$ cat config.mk
export PLATFORM = sky130hd
export DESIGN_NAME = dmem_bridge
export DESIGN_NICKNAME = d
export VERILOG_FILES = /design/src/rtl/dmem_bridge.sv
export SDC_FILE = /design/constraint.sdc
export NUM_CORES = 1
export LEC_CHECK = 0
export CORE_ASPECT_RATIO = 0.7
export CORE_MARGIN = 2
export CORE_UTILIZATION = 46
export DETAILED_ROUTE_END_ITERATION = 10
export PLACE_DENSITY = 0.81
export SKIP_LAST_GASP = 1
export SLEW_MARGIN = 20
export SYNTH_ARGS = -nofsm -noshare
export SYNTH_HDL_FRONTEND = slang
export SYNTH_SLANG_ARGS = --single-unit
$ cat constraint.sdc
create_clock -name clk -period 2.75 [get_ports clk]
set_clock_uncertainty 0.15 [all_clocks]
set_input_delay 0.55 -clock clk [delete_from_list [all_inputs] [get_ports clk]]
set_output_delay 0.55 -clock clk [all_outputs]
set_load 0.005 [all_outputs]
$ cat src/rtl/dmem_bridge.sv
// dmem_bridge: turns single-cycle core loads/stores into valid/ready bus transactions,
// stalling the core until the access completes, is rejected, or times out.
`default_nettype none

module dmem_bridge #(
  parameter int unsigned TIMEOUT = 255
) (
  input  logic        clk,
  input  logic        rst,
  input  logic        dmem_rd,
  input  logic        dmem_wr,
  input  logic [31:0] dmem_addr,
  input  logic [2:0]  dmem_size,
  input  logic [31:0] dmem_data_out,
  output logic [31:0] dmem_data_in,
  output logic        stall,
  output logic        bus_req_valid,
  input  logic        bus_req_ready,
  output logic        bus_we,
  output logic [31:0] bus_addr,
  output logic [3:0]  bus_wstrb,
  output logic [31:0] bus_wdata,
  input  logic        bus_rsp_valid,
  input  logic [31:0] bus_rdata,
  output logic        misalign,
  output logic        bus_err
);

  typedef enum logic [1:0] {
    IDLE = 2'd0,
    REQ  = 2'd1,
    RESP = 2'd2,
    DONE = 2'd3
  } state_t;

  localparam logic [15:0] LAST_WAIT = 16'(TIMEOUT - 1);

  state_t      state;
  logic [15:0] cnt;
  logic [2:0]  size_q;
  logic [1:0]  lane_q;

  logic [1:0]  lane;
  logic        req;
  logic        legal_size;
  logic        aligned;
  logic        illegal;
  logic [3:0]  strb;
  logic [31:0] wdata;

  assign lane  = dmem_addr[1:0];
  assign req   = dmem_rd ^ dmem_wr;
  assign stall = (dmem_rd | dmem_wr) && (state != DONE) && rst;

  always_comb begin
    legal_size = 1'b1;
    aligned    = 1'b1;
    strb       = 4'b0000;
    wdata      = dmem_data_out;
    case (dmem_size)
      3'b000, 3'b100: begin
        strb  = 4'b0001 << lane;
        wdata = {4{dmem_data_out[7:0]}};
      end
      3'b001, 3'b101: begin
        aligned = ~dmem_addr[0];
        strb    = 4'b0011 << lane;
        wdata   = {2{dmem_data_out[15:0]}};
      end
      3'b010: begin
        aligned = (lane == 2'b00);
        strb    = 4'b1111;
      end
      default: legal_size = 1'b0;
    endcase
    illegal = (dmem_rd & dmem_wr) | (req & ~(legal_size & aligned));
  end

  // Halfword lanes are always 0 or 2 once alignment has been checked, so lane[1] selects the half.
  function automatic logic [31:0] extend(input logic [31:0] w, input logic [2:0] sz,
                                         input logic [1:0] ln);
    logic [7:0]  b;
    logic [15:0] h;
    b = w[{ln, 3'b000} +: 8];
    h = w[{ln[1], 4'b0000} +: 16];
    case (sz)
      3'b000:  return {{24{b[7]}}, b};
      3'b001:  return {{16{h[15]}}, h};
      3'b100:  return {24'd0, b};
      3'b101:  return {16'd0, h};
      default: return w;
    endcase
  endfunction

  always_ff @(posedge clk) begin
    if (!rst) begin
      state         <= IDLE;
      cnt           <= 16'd0;
      size_q        <= 3'd0;
      lane_q        <= 2'd0;
      bus_req_valid <= 1'b0;
      bus_we        <= 1'b0;
      bus_addr      <= 32'd0;
      bus_wstrb     <= 4'd0;
      bus_wdata     <= 32'd0;
      dmem_data_in  <= 32'd0;
      misalign      <= 1'b0;
      bus_err       <= 1'b0;
    end else begin
      misalign <= 1'b0;
      bus_err  <= 1'b0;
      case (state)
        IDLE: begin
          if (illegal) begin
            misalign     <= 1'b1;
            dmem_data_in <= 32'd0;
            state        <= DONE;
          end else if (req) begin
            bus_req_valid <= 1'b1;
            bus_we        <= dmem_wr;
            bus_addr      <= {dmem_addr[31:2], 2'b00};
            bus_wstrb     <= dmem_wr ? strb : 4'b0000;
            bus_wdata     <= wdata;
            size_q        <= dmem_size;
            lane_q        <= lane;
            state         <= REQ;
          end
        end
        REQ: begin
          if (bus_req_ready) begin
            bus_req_valid <= 1'b0;
            cnt           <= 16'd0;
            state         <= RESP;
          end
        end
        RESP: begin
          if (bus_rsp_valid) begin
            dmem_data_in <= bus_we ? 32'd0 : extend(bus_rdata, size_q, lane_q);
            state        <= DONE;
          end else if (cnt == LAST_WAIT) begin
            bus_err      <= 1'b1;
            dmem_data_in <= 32'd0;
            state        <= DONE;
          end else if (cnt != 16'hFFFF) begin
            cnt <= cnt + 16'd1;
          end
        end
        DONE:    state <= IDLE;
        default: state <= IDLE;
      endcase
    end
  end

endmodule

`default_nettype wire

Fig. 1: placement by cell class
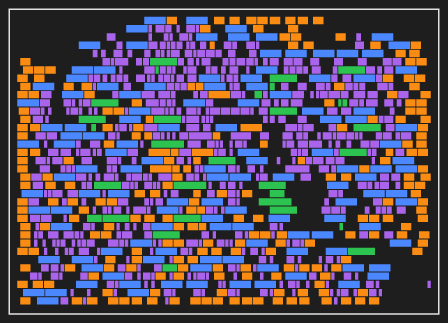
[green] clock drivers and dummy loads | cells: 30
[orange] remaining buffers and delay cells | cells: 227
[purple] remaining logic cells | cells: 523
[blue] registers | cells: 125
core area: 13,000 um^2
cell row count: 35
final instance area: 8870 um^2

Fig. 2: sizing map
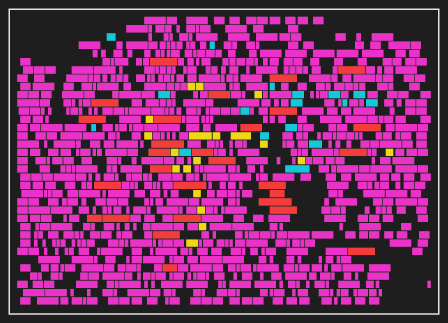
[magenta] x1 and smaller | cells: 841
[cyan] x2 | cells: 17
[red] x6 and larger | cells: 28
[yellow] x3 and x4 | cells: 19
Buffers, non-clock: 227
Layout area overhead: 46.4%
post-route setup slack: 254 ps

Fig. 3: congestion heat map
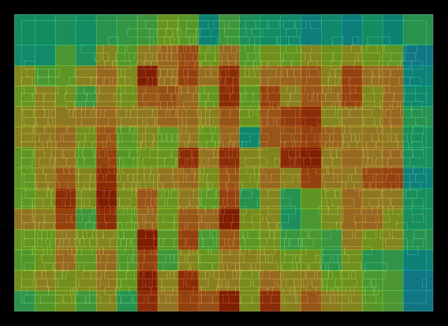
GRT busiest layer: met2
All-Layer GR Usage: 26.2%
M2 GR Usage: 42.5%
final core occ: 68.2%
met3 Use GR: 9.54%

==> run summary <==
Internal Power = 0.00419 W
status = complete, no violations
Largest stage delay, worst path = 480 ps
crit path capture type = output port
switching pwr = 0.00160 W
CTS resizes = 1
worst-margin pin slew = 953 ps
Top Layout Cells = clkdlybuf4s50_1 (205), nand2_1 (154), dfxtp_1 (125)
Buffers on Ports = 207
Insertion Delay late pin = 420 ps
CP Class = primary input to output port
CP required = 2050 ps
Yosys reg bits = 125
CP max FO = 2
total wire length = 18,300 um
dpl ws = 17.8 ps
grt total ovfl = 0
layout cell share with drive strength beyond 1 = 7.07%
Yosys warnings = 0
slowest CP cell = clkdlybuf4s50_1
clk slew on worst S/H paths = 50 ps
CTS Buf Count = 17
Top pwr grp = the clock network
post-DP HPWL = 12,900 um
GP Congestion = 0.898
Area leader share = 41.3%
Final ANT Viol Nets = 0
RSZ-0062 raised after global routing = false
die width = 141 um
Post-CTS Setup Bufs = 0
Max Transition Viols Final = 0
Die Y = 100 um
Mapped Area = 6060 um^2
Commonest Layout Cell = clkdlybuf4s50_1
Tool Warnings = 33
Synth top cells by count = nand2_1 (154), dfxtp_1 (125), a21boi_0 (59)
Synth Seq Share = 41.3%
CP Launch Type = primary input
Reg power frac = 36.1%
final hold vios = 0
part of the power in the clock network = 39.1%
Comb pwr share = 24.7%
largest net degree at the start of global routing = 83
Yosys Instances = 699
Fig. 4: local utilization
The die is cut into 14 by 10 equal tiles; black is low, pale yellow is high, 0 to 100% covered.
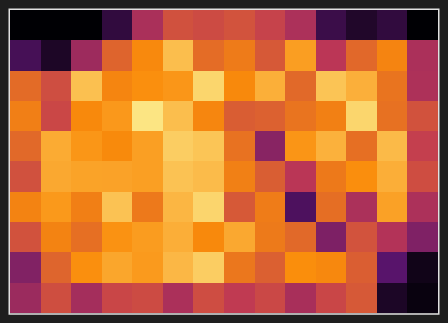
nearly empty tiles: 2.9%
fullest tile: 95%
mean over tiles: 61%
tiles over 75% full: 31%
FP Util: 46.6%

Fig. 5: sequential cells coloured by netlist name
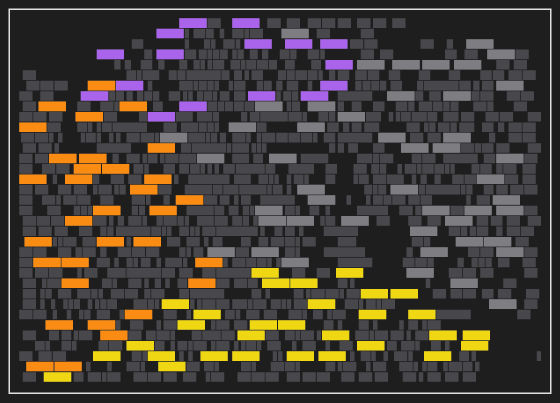
[yellow] bus_addr | placed flops: 30
[orange] bus_wdata | placed flops: 32
[purple] cnt | placed flops: 16
not coloured: 47

[stage by stage]
stage	total power [W]	hold slack [ps]	setup TNS, ps	instances
after CTS	0.00583	301	0	1071
final	0.00580	299	0	1072
after detailed placement	0.00355	294	0	1041
after global placement	0.00352	293	-0.0773	1041
after global routing	0.00606	321	0	1071
after floorplan	0.00290	297	0	700
[worst paths after layout]
kind | from | cells past startpoint | to | slack (ps)
max | dmem_rd | 5 | stall | 250
min | bus_wstrb[1] | 2 | bus_wstrb[1] | 300
max reg2reg | state[0] | 7 | cnt[9] | 340
min reg2reg | bus_wstrb[1] | 2 | bus_wstrb[1] | 300
[layout make-up]
type / count / area [um^2]
multi-input cells: 510 / 3240
diodes: 1 / 2.50
well taps: 166 / 208
clock buffers: 23 / 478
flip-flops and latches: 125 / 2500
clock inverters: 7 / 113
fillers: 1043 / 4140
inverters: 13 / 48.8
repair buffers: 227 / 2280
[kinds of logic (layout without fill, tap and decap cells)]
| family | count (synthesis) | after routing | share of synthesized area, % |
|---|---|---|---|
| AND-OR/OR-AND | 216 | 216 | 26.3 |
| other | 1 | 3 | 0.0619 |
| flip-flops | 125 | 125 | 41.3 |
| XOR/XNOR | 6 | 6 | 0.868 |
| AND/OR/NAND/NOR | 242 | 242 | 18.1 |
| multiplexers | 34 | 34 | 5.97 |
| buffers and inverters | 65 | 270 | 5.31 |
| adder cells (fa/ha/maj) | 10 | 10 | 2.07 |
[critical path: cells and delay by family]
kind | cells | cell delay [ps]
adders and majority gates | 1 | 210
buffers and inverters | 3 | 850
and+or+nand+nor | 1 | 190
[state kept, by name, summed over array words and instances, names as in the netlist]
name and count:
bus_we 1, bus_err 1, state 2, bus_wdata 32
misalign 1, bus_wstrb 4, bus_req_valid 1, size_q 3
bus_addr 30, cnt 16, lane_q 2, dmem_data_in 32
Power and IR drop assume default switching activity.
